### config.mk
export PLATFORM = sky130hd
export DESIGN_NAME = turn_signal_ctrl_flat
export DESIGN_NICKNAME = d
export VERILOG_FILES = /design/src/rtl/turn_signal_ctrl_if.sv /design/src/rtl/turn_signal_ctrl.sv /design/src/flat_wrapper.sv
export SDC_FILE = /design/constraint.sdc
export NUM_CORES = 1
export LEC_CHECK = 0
export CAP_MARGIN = 20
export CORE_ASPECT_RATIO = 2
export CORE_MARGIN = 8
export CORE_UTILIZATION = 51
export CTS_CLUSTER_DIAMETER = 60
export DETAILED_ROUTE_END_ITERATION = 6
export GPL_ROUTABILITY_DRIVEN = 0
export PLACE_DENSITY = 0.67
export SLEW_MARGIN = 20
export SYNTH_ARGS = -nofsm -noshare
export SYNTH_HDL_FRONTEND = slang
export SYNTH_SLANG_ARGS = --single-unit
### constraint.sdc
create_clock -name clock -period 2.7 [get_ports clock]
set_input_delay 0.405 -clock clock [delete_from_list [all_inputs] [get_ports clock]]
set_output_delay 0.405 -clock clock [all_outputs]
set_load 0.01 [all_outputs]
### src/rtl/turn_signal_ctrl_if.sv
// Turn-signal controller port bundle: raw lever/hazard contacts in, blinker control out.
interface turn_signal_ctrl_if;
   logic       turn_left_sw;
   logic       turn_right_sw;
   logic       hazard_btn;
   logic [1:0] mode;
   logic       tick;
   logic       restart;
   logic       hazard_on;

   modport master (
      output turn_left_sw, turn_right_sw, hazard_btn,
      input  mode, tick, restart, hazard_on
   );

   modport slave (
      input  turn_left_sw, turn_right_sw, hazard_btn,
      output mode, tick, restart, hazard_on
   );
endinterface

### src/rtl/turn_signal_ctrl.sv
// Turn-signal controller: synchronizes and debounces the lever/hazard contacts,
// selects the blink mode and paces the downstream blinker with a step tick.
//
// state  | meaning
// OFF    | no lamp activity, tick counter held at 0
// LEFT   | left lever only, blinking left
// RIGHT  | right lever only, blinking right
// HAZARD | hazard toggled on, overrides levers
module turn_signal_ctrl #(
   parameter int DEBOUNCE_CYCLES = 500000,
   parameter int TICK_DIV        = 12500000
) (
   input  logic               clock,
   input  logic               reset,
   turn_signal_ctrl_if.slave  bus
);
   typedef enum logic [1:0] {OFF = 2'd0, LEFT = 2'd1, RIGHT = 2'd2, HAZARD = 2'd3} mode_t;

   localparam int DCW = (DEBOUNCE_CYCLES > 2) ? $clog2(DEBOUNCE_CYCLES) : 1;
   localparam int TCW = (TICK_DIV > 2) ? $clog2(TICK_DIV) : 1;
   localparam logic [DCW-1:0] DB_LAST   = DCW'(DEBOUNCE_CYCLES - 1);
   localparam logic [TCW-1:0] TICK_LAST = TCW'(TICK_DIV - 1);

   // bit 0 left, bit 1 right, bit 2 hazard
   logic [2:0]     raw, sync1, sync2, deb;
   logic [DCW-1:0] db_cnt [3];
   logic           hz_prev, hazard_on_q;
   mode_t          mode_q, mode_d, mode_prev;
   logic [TCW-1:0] tick_cnt;
   logic           tick_q, restart_q;

   assign raw = {bus.hazard_btn, bus.turn_right_sw, bus.turn_left_sw};

   always_ff @(posedge clock) begin
      if (reset) begin
         sync1 <= '0;
         sync2 <= '0;
         deb   <= '0;
         for (int i = 0; i < 3; i++) db_cnt[i] <= '0;
      end else begin
         sync1 <= raw;
         sync2 <= sync1;
         for (int i = 0; i < 3; i++) begin
            if (sync2[i] == deb[i]) begin
               db_cnt[i] <= '0;
            end else if (db_cnt[i] == DB_LAST) begin
               deb[i]    <= sync2[i];
               db_cnt[i] <= '0;
            end else begin
               db_cnt[i] <= db_cnt[i] + DCW'(1);
            end
         end
      end
   end

   // Only the press edge toggles; release and a held press are ignored.
   always_ff @(posedge clock) begin
      if (reset) begin
         hz_prev     <= 1'b0;
         hazard_on_q <= 1'b0;
      end else begin
         hz_prev <= deb[2];
         if (deb[2] && !hz_prev) hazard_on_q <= ~hazard_on_q;
      end
   end

   always_ff @(posedge clock) begin
      if (reset) mode_q <= OFF;
      else       mode_q <= mode_d;
   end

   always_comb begin
      mode_d = OFF;
      if (hazard_on_q) begin
         mode_d = HAZARD;
      end else begin
         case (deb[1:0])
            2'b01:   mode_d = LEFT;
            2'b10:   mode_d = RIGHT;
            default: mode_d = OFF;
         endcase
      end
   end

   // A mode change clears the period so the new mode gets a full first step.
   always_ff @(posedge clock) begin
      if (reset) begin
         mode_prev <= OFF;
         restart_q <= 1'b0;
         tick_cnt  <= '0;
         tick_q    <= 1'b0;
      end else begin
         mode_prev <= mode_q;
         restart_q <= (mode_q != mode_prev);
         if ((mode_d != mode_q) || (mode_q == OFF)) begin
            tick_cnt <= '0;
            tick_q   <= 1'b0;
         end else if (tick_cnt == TICK_LAST) begin
            tick_cnt <= '0;
            tick_q   <= 1'b1;
         end else begin
            tick_cnt <= tick_cnt + TCW'(1);
            tick_q   <= 1'b0;
         end
      end
   end

   assign bus.mode      = mode_q;
   assign bus.tick      = tick_q;
   assign bus.restart   = restart_q;
   assign bus.hazard_on = hazard_on_q;
endmodule

### src/flat_wrapper.sv
// flat-port wrapper written by rule: the top's interface ports become plain ports
module turn_signal_ctrl_flat 
#(
   parameter int DEBOUNCE_CYCLES = 500000,
   parameter int TICK_DIV        = 12500000
)
  (clock, reset, bus_turn_left_sw, bus_turn_right_sw, bus_hazard_btn, bus_mode, bus_tick, bus_restart, bus_hazard_on);
  turn_signal_ctrl_if bus_i ();
  input  logic clock;
  input  logic reset;
  input wire logic [$bits(bus_i.turn_left_sw)-1:0] bus_turn_left_sw;
  input wire logic [$bits(bus_i.turn_right_sw)-1:0] bus_turn_right_sw;
  input wire logic [$bits(bus_i.hazard_btn)-1:0] bus_hazard_btn;
  output wire logic [$bits(bus_i.mode)-1:0] bus_mode;
  output wire logic [$bits(bus_i.tick)-1:0] bus_tick;
  output wire logic [$bits(bus_i.restart)-1:0] bus_restart;
  output wire logic [$bits(bus_i.hazard_on)-1:0] bus_hazard_on;
  assign bus_i.turn_left_sw = bus_turn_left_sw;
  assign bus_i.turn_right_sw = bus_turn_right_sw;
  assign bus_i.hazard_btn = bus_hazard_btn;
  assign bus_mode = bus_i.mode;
  assign bus_tick = bus_i.tick;
  assign bus_restart = bus_i.restart;
  assign bus_hazard_on = bus_i.hazard_on;
  turn_signal_ctrl #(.DEBOUNCE_CYCLES(DEBOUNCE_CYCLES), .TICK_DIV(TICK_DIV)) u_core (.clock(clock), .reset(reset), .bus(bus_i));
endmodule
Fig. 1: run 1, cell sizes after repair
Drawn at 4 px/um.
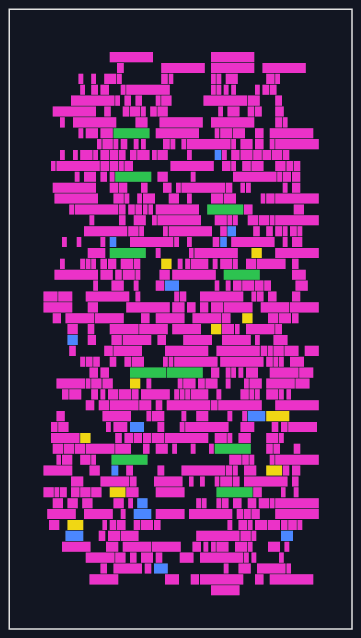
[yellow] drive 3 to 4 | cells: 10 | share: 1.8%
[blue] drive 2 | cells: 14 | share: 2.5%
[green] drive 6 and up | cells: 10 | share: 1.8%
[magenta] drive 1 or less | cells: 521 | share: 94%
bufs w/o clock: 14
design area: 0.00557 sq mm

Fig. 2: run 1, wiring heat map
Drawn at 3 px/um. 17 x 31 tiles, from black (low) to pale yellow (high), scaled to the fullest tile. Values are wire area over tile area, all layers added.
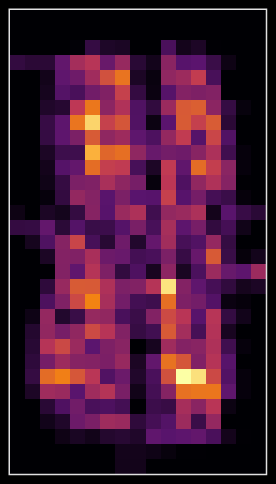
fullest tile: 0.51
densest ninth of the die: centre
mean over tiles: 0.11
tiles over half the peak: 9.9%
nearly empty tiles: 31%
global routing usage summed across all routing layers: 14.5%
vias: 3,709
routed wire length: 8990 um
average wire length per cell after detail routing: 13.6 um

==> report_table.html, run 1 <==
<h2>Implementation results</h2>
<table>
<tr><th>Metric</th><th>Value</th></tr>
<tr><th colspan="2">Run status</th></tr>
<tr><td>Status</td><td>completed</td></tr>
<tr><th colspan="2">Logic synthesis</th></tr>
<tr><td>Number of enable-type register cells in the synthesized netlist</td><td>57</td></tr>
<tr><td>Yosys warns</td><td>0</td></tr>
<tr><td>Main flop type</td><td>edfxtp_1</td></tr>
<tr><td>Part of the Yosys area used for sequential elements</td><td>51.7%</td></tr>
<tr><td>Post-synthesis instance total</td><td>486</td></tr>
<tr><td>Unique cell types</td><td>47</td></tr>
<tr><td>Summed standard-cell area reported by yosys</td><td>0.00490 sq mm</td></tr>
<tr><td>Syn Area/Cell</td><td>10.1 sq um</td></tr>
<tr><td>Ys cells</td><td>486</td></tr>
<tr><th colspan="2">Placement</th></tr>
<tr><td>Buffers added on ports</td><td>9</td></tr>
<tr><td>Pre-CTS setup slack</td><td>0.263 ns</td></tr>
<tr><th colspan="2">Critical path</th></tr>
<tr><td>CP startpoint</td><td>u_core.db_cnt[0][5]$_SDFFCE_PN0P_</td></tr>
<tr><td>Worst Setup EP</td><td>u_core.db_cnt[0][13]$_SDFFCE_PN0P_</td></tr>
<tr><td>Kind of critical path</td><td>register to register</td></tr>
<tr><td>Length in cells of the worst reg-to-reg path</td><td>4</td></tr>
<tr><td>CP arrival</td><td>2.52 ns</td></tr>
<tr><td>Worst reg-to-reg setup slack</td><td>0.25 ns</td></tr>
<tr><td>Crit. End Element</td><td>register</td></tr>
<tr><td>Data required time of the critical path</td><td>2.77 ns</td></tr>
<tr><td>Critical Path Start Type</td><td>register</td></tr>
<tr><th colspan="2">Timing</th></tr>
<tr><td>Final hold violations</td><td>0</td></tr>
<tr><td>Setup repair after global routing missed its margin</td><td>false</td></tr>
<tr><td>Number of pins exceeding their max-slew limit in the final report</td><td>0</td></tr>
<tr><td>Worst clock skew</td><td>0.00469 ns</td></tr>
<tr><th colspan="2">Route</th></tr>
<tr><td>Count of antenna-violating nets left after detailed routing</td><td>0</td></tr>
<tr><td>1st-iter DRT viols</td><td>157</td></tr>
<tr><td>Remaining design rule violation count</td><td>0</td></tr>
<tr><th colspan="2">Clock tree</th></tr>
<tr><td>Maximum buffer depth of the clock tree</td><td>2</td></tr>
<tr><td>Post-CTS Setup Repair Bufs</td><td>0</td></tr>
<tr><td>Latest clock arrival within the worst-skew pair</td><td>0.34 ns</td></tr>
<tr><td>Worst-path clk slew</td><td>0.07 ns</td></tr>
<tr><td>Number of gates resized after CTS</td><td>0</td></tr>
<tr><th colspan="2">Worst hold path</th></tr>
<tr><td>Hold Path Stages</td><td>1</td></tr>
<tr><td>Hold Path Class</td><td>register to register</td></tr>
<tr><td>Launch instance of the worst min-delay path</td><td>u_core.sync1[1]$_SDFF_PP0_</td></tr>
<tr><td>Worst Hold Path EP</td><td>u_core.sync2[1]$_SDFF_PP0_</td></tr>
<tr><th colspan="2">Run</th></tr>
<tr><td>Number of warnings in the stage logs</td><td>26</td></tr>
<tr><th colspan="2">Floorplanning</th></tr>
<tr><td>I/O pin total</td><td>10</td></tr>
<tr><td>Core region area</td><td>0.00938 sq mm</td></tr>
<tr><td>Vertical extent of the die</td><td>155 um</td></tr>
<tr><td>Die Span X</td><td>85.3 um</td></tr>
<tr><th colspan="2">Global route</th></tr>
<tr><td>Global-route wire length before repair</td><td>15,600 um</td></tr>
<tr><td>Via count of the first global-routing pass</td><td>3,593</td></tr>
<tr><th colspan="2">Layout</th></tr>
<tr><td>Share of post-route cells with drive strength above 1</td><td>6.13%</td></tr>
<tr><td>Layout area overhead</td><td>13.7%</td></tr>
</table>
Fig. 3: run 1, where the registers sit
Drawn at 3 px/um. Other sequential cells in the stronger grey, the rest of the logic in the fainter grey.
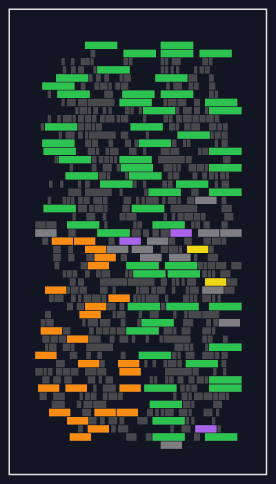
[purple] u_core.sync2 | sequential cells: 3
[orange] u_core.tick_cnt | sequential cells: 24
[yellow] u_core.bus.mode | sequential cells: 2
[green] u_core.db_cnt | sequential cells: 57
not coloured: 12
core occupancy in the finished layout: 59.3%
Seq. cell area: 0.00253 sq mm
sequential-cell power consumption: 1.66 mW
sequential fraction of total cell area: 45.5%

Fig. 4: run 1, metal 3
Drawn at 4 px/um.
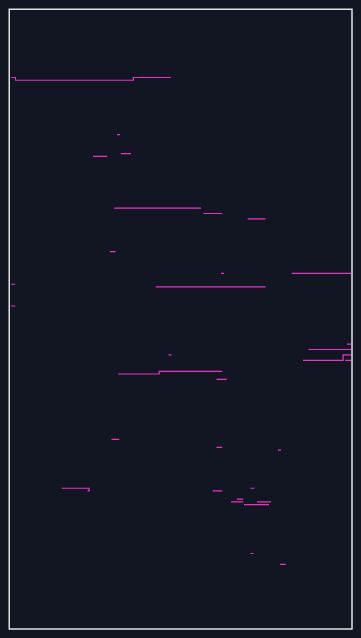
share of all routed wire: 2.3%
wire length on this layer: 203 um
GR met3 Demand/Resource: 1.59%

[run 1: logic make-up after synthesis]
kind of cell	share of synthesized area (%)
compound gates	8.69
other cells	0.0766
flops	51.7
xor+xnor	9.30
fa+ha+maj	1.02
buf+inv	2.94
simple gates	26.3
[run 1: worst max-delay path, stage by stage, from the launching register on]
cell and delay, ns:
edfxtp_1 0.46, or4b_1 0.58, or4_4 0.57, o21ai_4 0.44, nor2_1 0.12
[run 1: state kept, by name, indices dropped and copies added (netlist names)]
register              count
u_core.bus.hazard_on      1
u_core.bus.mode           2
u_core.bus.restart        1
u_core.bus.tick           1
u_core.db_cnt            57
u_core.deb                3
u_core.hz_prev            1
u_core.mode_prev          2
u_core.sync1              3
u_core.sync2              3
u_core.tick_cnt          24
[run 1: layer usage]
layer | track usage [%] | vias to the layer above | part of all wire (%)
li1 | - | 1866 | -
met1 | 15.5 | 1782 | 41
met4 | 9.26 | 0 | 2.6
met2 | 26.2 | 45 | 54
met3 | 1.59 | 16 | 2.3
met5 | 0 | - | 0
[run 1: cell usage after synthesis, types with 3 or more instances]
| master | n |
|---|---|
| or3_1 | 14 |
| o21ai_0 | 16 |
| xnor2_1 | 30 |
| a21oi_1 | 21 |
| xor2_1 | 22 |
| and4_1 | 5 |
| nor2_1 | 54 |
| o31ai_1 | 13 |
| nand2b_1 | 3 |
| and3_1 | 4 |
| nor4b_1 | 3 |
| o21bai_1 | 3 |
| dfxtp_1 | 41 |
| a211oi_1 | 10 |
| nand3_1 | 29 |
| edfxtp_1 | 57 |
| or4_1 | 16 |
| ha_1 | 4 |
| nand2_1 | 25 |
| nand4_1 | 17 |
| or4_4 | 3 |
| nor2b_1 | 11 |
| nor3_1 | 21 |
| inv_1 | 17 |
| clkbuf_1 | 14 |
| nor4_1 | 8 |
[run 1: cell type report]
cell class,count,area [sq um],area share (%)
timing repair buffer,14,128,2.29
clock buffer,11,254,4.56
multi-input combinational,410,2430,43.7
clock inverter,5,27.5,0.494
inverter,17,63.8,1.15
tap,104,130,2.34
sequential,98,2530,45.5
[run 1: placed cells by master (no fill, tap or decap), types with 17 or more instances in the layout]
master / Yosys / routed
conb_1: 1 / 57
edfxtp_1: 57 / 57
nor3_1: 21 / 21
a21oi_1: 21 / 21
nand2_1: 25 / 25
xnor2_1: 30 / 30
inv_1: 17 / 17
xor2_1: 22 / 22
nor2_1: 54 / 54
nand4_1: 17 / 17
nand3_1: 29 / 29
dfxtp_1: 41 / 41
[run 1: where the power goes]
group          leakage [nW]  switching, mW  internal [mW]
combinational         0.736         0.0524         0.0383
clock                 0.140          0.539          0.675
sequential            0.919         0.0432           1.62
[run 1: metrics by stage]
stage	cell area [sq um]	hold WS [ns]	power, mW
after floorplan	5110	0.414	1.76
after global placement	5290	0.422	1.78
after detailed placement	5290	0.422	1.78
after CTS	5570	0.437	3.00
after global routing	5570	0.449	3.08
final	5570	0.435	2.97
==> inputs of run 2 (changes only) <==
- CORE_UTILIZATION: 51 -> 45
- PLACE_DENSITY: 0.67 -> unset
Fig. 5: run 2, metal 3
Drawn at 4 px/um.
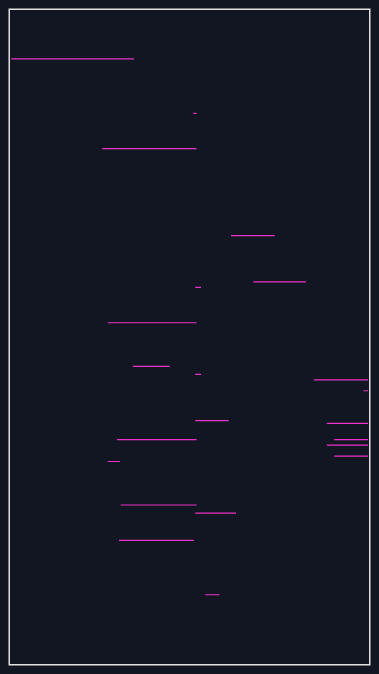
longest straight run: 30.4 um
nets with wire on the layer: 13
main direction: horizontal
share of all routed wire: 2.8%
vias: 3,569
routed wire length: 8580 um

Fig. 6: run 2, where the registers sit
Drawn at 3 px/um. Other sequential cells in the stronger grey, the rest of the logic in the fainter grey.
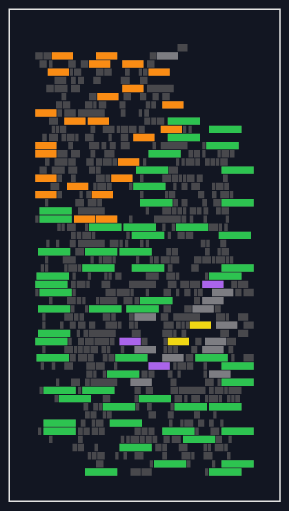
[purple] u_core.sync2 | sequential cells: 3
[yellow] u_core.bus.mode | sequential cells: 2
[green] u_core.db_cnt | sequential cells: 57
[orange] u_core.tick_cnt | sequential cells: 24
not coloured: 12
core occupancy in the finished layout: 52.7%
sequential fraction of total cell area: 44.8%

==> run 2 against run 1 <==
Largest power group unchanged. Critical endpoint is now u_core.db_cnt[0][10]$_SDFFCE_PN0P_. Flip-flop count did not move. Utilization down 6.7 points. Die size increased by 11%. Non-clock buffer count is 2 higher. Register-to-register slack better by 0.11 ns.
==> report_table.html, run 2 <==
<h2>Implementation results</h2>
<table>
<tr><th>Metric</th><th>Value</th></tr>
<tr><th colspan="2">Clock tree</th></tr>
<tr><td>Number of gates resized after CTS</td><td>0 (unchanged)</td></tr>
<tr><td>Post-CTS Setup Repair Bufs</td><td>0 (unchanged)</td></tr>
<tr><td>Worst-path clk slew</td><td>0.07 ns (about the same)</td></tr>
<tr><td>Maximum buffer depth of the clock tree</td><td>2 (unchanged)</td></tr>
<tr><td>Latest clock arrival within the worst-skew pair</td><td>0.34 ns (about the same)</td></tr>
<tr><th colspan="2">Logic synthesis</th></tr>
<tr><td>Number of enable-type register cells in the synthesized netlist</td><td>57 (unchanged)</td></tr>
<tr><td>Main flop type</td><td>edfxtp_1</td></tr>
<tr><td>Summed standard-cell area reported by yosys</td><td>0.00490 sq mm (unchanged)</td></tr>
<tr><td>Part of the Yosys area used for sequential elements</td><td>51.7% (unchanged)</td></tr>
<tr><td>Yosys warns</td><td>0 (unchanged)</td></tr>
<tr><td>Post-synthesis instance total</td><td>486 (unchanged)</td></tr>
<tr><th colspan="2">Worst hold path</th></tr>
<tr><td>Worst Hold Path EP</td><td>u_core.sync2[1]$_SDFF_PP0_</td></tr>
<tr><td>Hold Path Stages</td><td>1 (unchanged)</td></tr>
<tr><td>Hold Path Class</td><td>register to register</td></tr>
<tr><th colspan="2">Route</th></tr>
<tr><td>Average wire length per cell after detail routing</td><td>12.3 um (-9.8%)</td></tr>
<tr><td>Count of antenna-violating nets left after detailed routing</td><td>0 (unchanged)</td></tr>
<tr><td>1st-iter DRT viols</td><td>164 (+4.5%)</td></tr>
<tr><th colspan="2">Critical path</th></tr>
<tr><td>Data required time of the critical path</td><td>2.79 ns (+0.02 ns)</td></tr>
<tr><td>CP arrival</td><td>2.42 ns (-0.10 ns)</td></tr>
<tr><td>Worst reg-to-reg setup slack</td><td>0.37 ns (+0.11 ns)</td></tr>
<tr><td>Crit. End Element</td><td>register</td></tr>
<tr><td>Kind of critical path</td><td>register to register</td></tr>
<tr><th colspan="2">Floorplanning</th></tr>
<tr><td>I/O pin total</td><td>10 (unchanged)</td></tr>
<tr><td>Core region area</td><td>0.0107 sq mm (+14%)</td></tr>
<tr><td>Die Span X</td><td>89.8 um (+5.2%)</td></tr>
<tr><th colspan="2">Run</th></tr>
<tr><td>Number of warnings in the stage logs</td><td>26 (unchanged)</td></tr>
<tr><th colspan="2">Layout</th></tr>
<tr><td>Number of flip-flops in the largest register</td><td>57 (unchanged)</td></tr>
<tr><td>Design area</td><td>0.00566 sq mm (+1.6%)</td></tr>
<tr><td>Register ranked first by flip-flop count</td><td>u_core.db_cnt</td></tr>
<tr><td>Largest registers ranked by flip-flop count</td><td>u_core.db_cnt x57, u_core.tick_cnt x24</td></tr>
<tr><th colspan="2">Global route</th></tr>
<tr><td>Global routing usage summed across all routing layers</td><td>12.3% (-2.3 points)</td></tr>
<tr><td>Via count of the first global-routing pass</td><td>3,266 (-9.1%)</td></tr>
<tr><td>Global-route wire length before repair</td><td>14,900 um (-4.6%)</td></tr>
<tr><th colspan="2">Timing</th></tr>
<tr><td>Worst clock skew</td><td>0.00936 ns (+0.00467 ns)</td></tr>
<tr><td>Number of pins exceeding their max-slew limit in the final report</td><td>0 (unchanged)</td></tr>
<tr><th colspan="2">Placement</th></tr>
<tr><td>Area after DPL</td><td>0.00535 sq mm (+1.1%)</td></tr>
<tr><th colspan="2">Run status</th></tr>
<tr><td>Status</td><td>completed</td></tr>
</table>
[run 2: cell counts after synthesis]
Identical to the previous run, type by type.
[run 2: cells by family (layout without fill, tap and decap cells)]
group	after synthesis	after routing	share of synthesized area, %
AND-OR/OR-AND	67	67	8.69
XOR/XNOR	52	52	9.30
adder cells (fa/ha/maj)	4	4	1.02
buffers and inverters	34	49	2.94
flip-flops	98	98	51.7
other	1	57	0.0766
AND/OR/NAND/NOR	230	230	26.3
[run 2: critical path, cell delays in order, from the launching register on]
cell      delay [ns]
edfxtp_1        0.47
or4b_1          0.58
or4_4           0.58
o21ai_4         0.13
buf_4           0.24
nor2_1          0.08
[run 2: metrics by stage]
| stage | hold WS [ns] | instances | total power, mW | setup slack (ns) |
|---|---|---|---|---|
| 3_5_place_dp | 0.428 | 681 | 1.79 | 0.374 |
| 4_1_cts | 0.440 | 697 | 3.10 | 0.364 |
| 2_1_floorplan | 0.414 | 542 | 1.76 | 0.470 |
| 3_3_place_gp | 0.420 | 681 | 1.78 | 0.427 |
| 5_1_grt | 0.464 | 697 | 3.18 | 0.285 |
| 6_report | 0.433 | 697 | 3.06 | 0.367 |
[run 2: worst max path at each step]
stage / start / end / slack [ns] / depth (start not counted)
after floorplan: u_core.db_cnt[0][5]$_SDFFCE_PN0P_ / u_core.db_cnt[0][12]$_SDFFCE_PN0P_ / 0.47 / 5
after global placement: u_core.db_cnt[0][5]$_SDFFCE_PN0P_ / u_core.db_cnt[0][3]$_SDFFCE_PN0P_ / 0.43 / 5
after detailed placement: u_core.db_cnt[0][5]$_SDFFCE_PN0P_ / u_core.db_cnt[0][10]$_SDFFCE_PN0P_ / 0.37 / 5
after CTS: u_core.db_cnt[0][5]$_SDFFCE_PN0P_ / u_core.db_cnt[0][10]$_SDFFCE_PN0P_ / 0.36 / 5
after global routing: u_core.db_cnt[0][5]$_SDFFCE_PN0P_ / u_core.db_cnt[0][10]$_SDFFCE_PN0P_ / 0.28 / 5
final: u_core.db_cnt[0][5]$_SDFFCE_PN0P_ / u_core.db_cnt[0][10]$_SDFFCE_PN0P_ / 0.37 / 5
[run 2: power by group]
group          internal, mW  switching (mW)
Clock                 0.766           0.536
Sequential             1.62          0.0429
Combinational        0.0398          0.0510
[run 2: area by class of cell]
type / instances / area, sq um
multi-input combinational: 410 / 2430
clock buffer: 14 / 297
timing repair buffer: 16 / 143
inverter: 17 / 63.8
sequential: 98 / 2530
fill: 989 / 5090
tap: 140 / 175
clock inverter: 2 / 15.0
[run 2: routing by layer]
metal,global-route usage [%],wire (um)
met1,15.1,4190
met2,19.6,3970
met3,2.99,241
met4,5.82,176
met5,0,0
==> inputs of run 3 (changes only) <==
- ABC_AREA: unset -> 0
- CORE_ASPECT_RATIO: 2 -> unset
- GPL_TIMING_DRIVEN: unset -> 1
Fig. 7: run 3, where the registers sit
Drawn at 3 px/um. Other sequential cells in the stronger grey, the rest of the logic in the fainter grey.
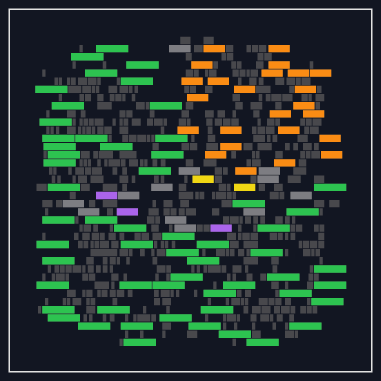
[green] u_core.db_cnt | sequential cells: 57 | where: all over the die
[orange] u_core.tick_cnt | sequential cells: 24
[purple] u_core.sync2 | sequential cells: 3
[yellow] u_core.bus.mode | sequential cells: 2
not coloured: 12
sequential fraction of total cell area: 45.8%
core occupancy in the finished layout: 51.4%

Fig. 8: run 3, wiring heat map
Drawn at 3 px/um. 24 x 24 tiles, from black (low) to pale yellow (high), scaled to the fullest tile. Values are wire area over tile area, all layers added.
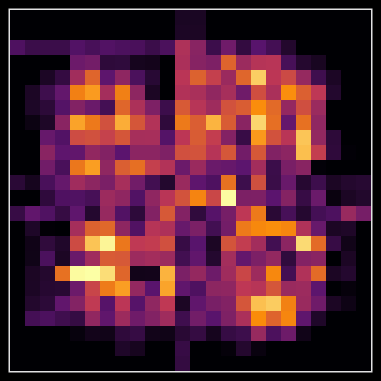
fullest tile: 0.37
mean over tiles: 0.094
densest ninth of the die: centre
nearly empty tiles: 28%
tiles over half the peak: 18%
routed wire length: 8910 um
vias: 3,573
global routing usage summed across all routing layers: 12.7%

==> run 3 against run 2 <==
Clock-buffer cell count decreased by 2. Design area decreased by 2.3%. Via count increased by 0.11%. Highest routed layer unchanged. Die size decreased by 1.4%. Clock skew increased by 0.0021 ns. Flip-flop count unchanged. Fmax decreased by 3.3%. Largest cell class unchanged.
==> report_table.html, run 3 <==
<h2>Implementation results</h2>
<table>
<tr><th>Metric</th><th>Value</th></tr>
<tr><th colspan="2">Critical path</th></tr>
<tr><td>CP arrival</td><td>2.50 ns (+0.08 ns)</td></tr>
<tr><td>Cells along the critical path</td><td>or4b_1 &gt; or4_4 &gt; o21ai_4 &gt; nor2_1</td></tr>
<tr><td>Data required time of the critical path</td><td>2.79 ns (about the same)</td></tr>
<tr><td>Buf/Inv on CP</td><td>0 (-1)</td></tr>
<tr><td>CP startpoint</td><td>u_core.db_cnt[0][5]$_SDFFCE_PN0P_</td></tr>
<tr><td>Highest fanout seen on the critical path</td><td>19</td></tr>
<tr><td>Family with the most delay on the worst path</td><td>simple AND/OR/NAND/NOR gates</td></tr>
<tr><td>Kind of critical path</td><td>register to register</td></tr>
<tr><td>Crit-path max cell delay</td><td>0.57 ns (about the same)</td></tr>
<tr><td>Worst reg-to-reg setup slack</td><td>0.29 ns (-0.08 ns)</td></tr>
<tr><td>Crit. End Element</td><td>register</td></tr>
<tr><td>Crit-path slowest cell</td><td>or4b_1</td></tr>
<tr><th colspan="2">Timing</th></tr>
<tr><td>Worst clock skew</td><td>0.0115 ns (+0.00210 ns)</td></tr>
<tr><td>Final cycle utilization of the critical path</td><td>89.3%</td></tr>
<tr><td>Final critical-path setup slack</td><td>0.288 ns (-0.0794 ns)</td></tr>
<tr><td>Headroom to the max-slew limit</td><td>62.6%</td></tr>
<tr><th colspan="2">Logic synthesis</th></tr>
<tr><td>Yosys warns</td><td>0 (unchanged)</td></tr>
<tr><td>Part of the Yosys area used for sequential elements</td><td>51.7% (unchanged)</td></tr>
<tr><td>Post-synthesis instance total</td><td>486 (unchanged)</td></tr>
<tr><td>Summed standard-cell area reported by yosys</td><td>0.00490 sq mm (unchanged)</td></tr>
<tr><td>Main flop type</td><td>edfxtp_1</td></tr>
<tr><th colspan="2">Floorplanning</th></tr>
<tr><td>I/O pin total</td><td>10 (unchanged)</td></tr>
<tr><td>Core region area</td><td>0.0107 sq mm (about the same)</td></tr>
<tr><td>Die Span X</td><td>120 um (+34%)</td></tr>
<tr><th colspan="2">Route</th></tr>
<tr><td>1st-iter DRT viols</td><td>217 (+32%)</td></tr>
<tr><td>Count of antenna-violating nets left after detailed routing</td><td>0 (unchanged)</td></tr>
<tr><td>Remaining design rule violation count</td><td>0</td></tr>
<tr><th colspan="2">Placement</th></tr>
<tr><td>Pre-CTS setup slack</td><td>0.278 ns (-0.0962 ns)</td></tr>
<tr><th colspan="2">Worst hold path</th></tr>
<tr><td>Hold Path Class</td><td>register to register</td></tr>
<tr><td>Hold Path Stages</td><td>1 (unchanged)</td></tr>
<tr><td>Worst Hold Path EP</td><td>u_core.sync2[1]$_SDFF_PP0_</td></tr>
<tr><th colspan="2">Pwr</th></tr>
<tr><td>Final Power</td><td>2.68 mW (-12%)</td></tr>
<tr><th colspan="2">Run status</th></tr>
<tr><td>Status</td><td>completed</td></tr>
<tr><th colspan="2">Global route</th></tr>
<tr><td>Global-route wire length before repair</td><td>15,200 um (+2.4%)</td></tr>
<tr><td>Via count of the first global-routing pass</td><td>3,382 (+3.6%)</td></tr>
<tr><th colspan="2">Run</th></tr>
<tr><td>Number of warnings in the stage logs</td><td>26 (unchanged)</td></tr>
<tr><th colspan="2">Clock tree</th></tr>
<tr><td>Post-CTS Setup Repair Bufs</td><td>0 (unchanged)</td></tr>
<tr><td>Number of gates resized after CTS</td><td>0 (unchanged)</td></tr>
<tr><td>Worst-path clk slew</td><td>0.09 ns (+0.02 ns)</td></tr>
<tr><td>Maximum buffer depth of the clock tree</td><td>2 (unchanged)</td></tr>
<tr><td>Latest clock arrival within the worst-skew pair</td><td>0.36 ns (+0.02 ns)</td></tr>
<tr><th colspan="2">Layout</th></tr>
<tr><td>Number of flip-flops in the largest register</td><td>57 (unchanged)</td></tr>
<tr><td>Largest registers ranked by flip-flop count</td><td>u_core.db_cnt x57, u_core.tick_cnt x24</td></tr>
<tr><td>Register ranked first by flip-flop count</td><td>u_core.db_cnt</td></tr>
</table>
run 3: report_power, final:
part,total [mW],switching (mW),internal [mW]
Sequential,1.66,0.0428,1.62
Clock,0.929,0.513,0.416
Combinational,0.0912,0.0521,0.0392
Total,2.68,0.608,2.07
run 3: stage by stage:
step | utilization (%) | cells | hold WS [ns] | cell area [sq um]
after floorplan | - | 542 | 0.414 | 5110
after global placement | 49.7 | 680 | 0.418 | 5340
after detailed placement | 49.7 | 680 | 0.424 | 5340
after CTS | 51.4 | 696 | 0.446 | 5530
after global routing | 51.4 | 696 | 0.466 | 5530
final | 51.4 | 696 | 0.447 | 5530
run 3: final cells by class:
class,count,area [sq um]
Clock buffer,12,166
Sequential cell,98,2530
Multi-Input combinational cell,410,2430
Clock inverter,4,22.5
Inverter,17,63.8
Fill cell,1023,5220
Timing Repair Buffer,15,135
Tap cell,140,175
run 3: logic make-up after synthesis:
family          count (synthesis)  share of synthesized area, %
simple gates                  230                          26.3
flops                          98                          51.7
compound gates                 67                          8.69
xor+xnor                       52                          9.30
buf+inv                        34                          2.94
fa+ha+maj                       4                          1.02
other cells                     1                        0.0766
run 3: worst max-delay path by stage:
stage	endpoint	slack (ns)
3_3_place_gp	u_core.db_cnt[0][3]$_SDFFCE_PN0P_	0.33
6_report	u_core.db_cnt[0][6]$_SDFFCE_PN0P_	0.29
5_1_grt	u_core.db_cnt[0][10]$_SDFFCE_PN0P_	0.14
4_1_cts	u_core.db_cnt[0][6]$_SDFFCE_PN0P_	0.27
2_1_floorplan	u_core.db_cnt[0][12]$_SDFFCE_PN0P_	0.47
3_5_place_dp	u_core.db_cnt[0][6]$_SDFFCE_PN0P_	0.28
run 3: metal layers:
metal | vias up | track usage (%) | share of wire [%]
met2 | 25 | 20.7 | 46
met3 | 8 | 2.24 | 2.2
met5 | - | 0 | 0
li1 | 1865 | - | -
met1 | 1675 | 16.3 | 51
met4 | 0 | 5.39 | 1.4
run 3: worst register-to-register path, cell delays in order, from the launching register on:
cell and delay, ns:
edfxtp_1 0.47, or4b_1 0.57, or4_4 0.57, o21ai_4 0.43, nor2_1 0.12
Power and IR drop assume default switching activity.
